Design hazard_stall_ctrl, sky130hd; sources not shown.
Fig. 1: metal layers overlaid
Two of the layers only.
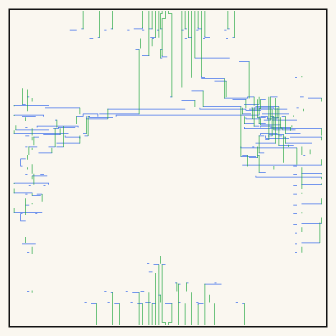
Blue marks metal 1, wire length 646 um. Green marks metal 2, wire length 677 um.
routed len/inst: 6.07 um
DR vias: 589

Fig. 2: signal metal coverage by tile
The die is cut into 18 by 18 equal tiles; dark blue is low, red is high, scaled to the fullest tile. Values are wire area over tile area, all layers added.
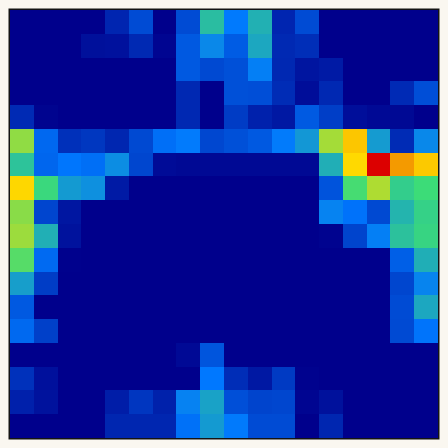
The emptiest ninth of the die: middle. The fullest tile reaches 0.34. 4.0% of the tiles are over half the peak. The densest ninth of the die: right middle. The mean over all tiles is 0.034.
Routed WL: 1560 um
All-Layer GR Usage: 3.22%

Fig. 3: port wiring
Scale bar: 20 um.
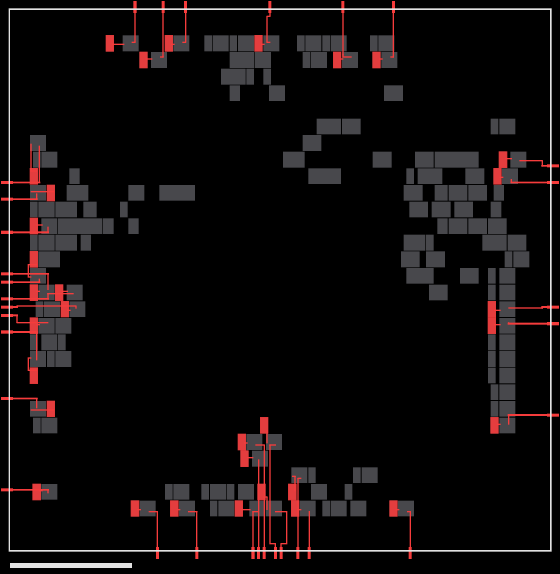
Red marks `stall_cnt_o`, bits 32, direction output, edge 11 left, 10 bottom, 6 top, 5 right, end cells 32, buffers 32, wire 307 um.
I/O Buffers: 25
total I/O pin count: 91

Fig. 4: clock wiring as the flow saved it
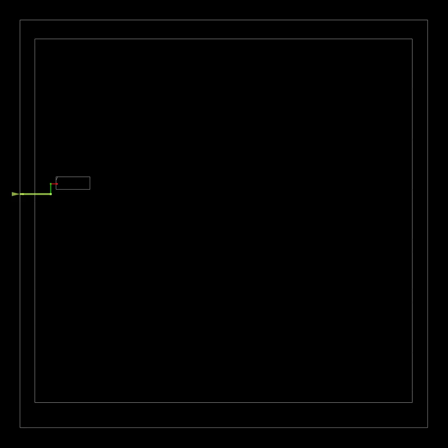
Power Clock: 0 uW
sequential cell count: 1

Fig. 5: a small window of the routed layout
Region (2, 46) to (42, 86) um. Cells in gray, sequential cells in the stronger gray; small squares are vias.
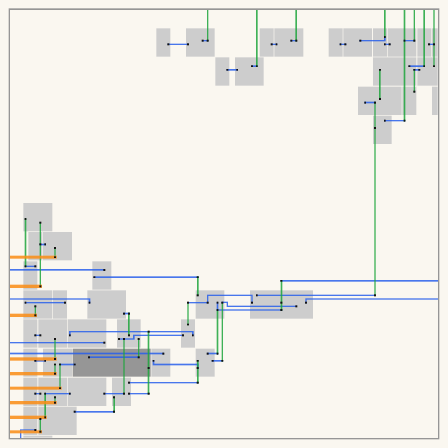
Green marks metal 2. Blue marks metal 1. Orange marks metal 3.
Most frequent: conb_1 (14), buf_4 (12), clkdlybuf4s50_1 (4). Sequential cells in the window: 1. 42 logic cells have their middle in the window.

==> results.cfg <==
; flow metrics
[job]
warnings = 29
drv_cap = 0

[global_routing]
antenna_found_initial = 0
grt_max_degree = 4
grt_pass1_wl_um = 2080
grt.overflow.total = 0

[synthesis]
synthArstFlopShare_pct = 0
edf_count = 0
syn_avg_cell_area_um2 = 7.47
ys_types = 13
synth_flop_count = 1
synthCells = 91
yosysChipArea_um2 = 679
synth-main-ff-cell = dfxtp_1
common_cells = buf_4, xnor2_1, nand2_1
synth_top_area_share_pct = 72.9
synth_area_leader_cell = buf_4

[final_layout]
final_cell_area_um2 = 1270
mi_logic_area_um2 = 440
area_delta_synth_final_pct = 87.7
antenna-diode-count = 0
largest_reg_flops = 1

[routing]
wl_met3_um = 237
wl_met2_um = 677
drt_pass1_iterations = 3
drc = 0
drt_iter0_markers = 2

[pwr]
ir_worst_vdd_uv = 112
switching_share_pct = 50.6
fin_total_pwr_uw = 292
power_density_nw_per_um2 = 229
leakage_uw = 0.000757
p_sw_uw = 148

[final_timing]
slew_violations = 0
setup_viol = 0
finalSetupTns_ps = 0
fin_crit_sh_pct = 95.3
rsz0062_at_grt = no
period_minus_slack_ps = 2100
whs_ps = 982
finalHoldViolCount = 0
max_freq_ghz = 0.477

[status]
status = finished clean

[cts]
cts.clk_slew.worst_paths_ps = 0

[worst_setup_path]
startpoint_type = input pin
worstPathArrival_ps = 1660
critical_path_buf_inv_count = 3
crit_path_end_kind = output port
critical-path-max-stage-delay_ps = 530

[placed_design]
gp_congestion = 0.624

[floorplanning]
dieArea_um2 = 7820
die_x_um = 88.4
design.core.area_um2 = 6460

[hold_path]
hp-class = in2reg
==> cell families (layout without fill, tap and decap cells) <==
logic type,count (synthesis),in the layout,synth area share (%)
flip-flops,1,1,2.95
other,1,65,0.552
AND-OR/OR-AND,5,5,4.61
XOR/XNOR,10,10,12.9
AND/OR/NAND/NOR,8,8,6.08
buffers and inverters,66,91,72.9
==> cells in the final DEF, fill, tap and decap left out, drive strengths merged <==
cell type       n
o22ai           1
nand4           1
o21a            1
dlymetal6s2s    1
nor2b           1
conb           65
dlygate4sd2    10
a21oi           2
buf            74
dfxtp           1
or4             1
clkdlybuf4s50   6
xnor2          10
nand3           2
nand2           3
a21o            1
==> timing repair <==
action                                  4_1_cts  5_1_grt
endpoints found under the setup margin        4        3
endpoints found under the hold margin         0        0
setup buffers                                 0        0
resized                                      54        1
pin swaps                                    12        5
==> through the flow <==
stage	worst slack [ps]	cells
global route	62.0	257
detailed placement	-852	257
finish	104	257
floorplan	133	155
CTS	50.4	257
global placement	-844	257
==> layer usage <==
layer | vias to the layer above | global-route usage, %
li1 | 332 | -
met1 | 205 | 4.30
met2 | 52 | 5.71
met3 | 0 | 0.186
met4 | 0 | 0
met5 | - | -
==> cell type report <==
class,count,share of cell area (%)
multi-input combinational,88,34.5
sequential,1,1.57
timing repair buffer,25,17.2
buffer,66,39.2
tap,77,7.56
==> power groups by stage <==
stage               clock (uW)  combinational, uW  sequential (uW)
floorplan                    0                214             21.3
global route                 0                293             20.5
CTS                          0                268             20.3
global placement             0                268             20.1
finish                       0                272             20.2
detailed placement           0                268             20.2
Power and IR drop assume default switching activity.
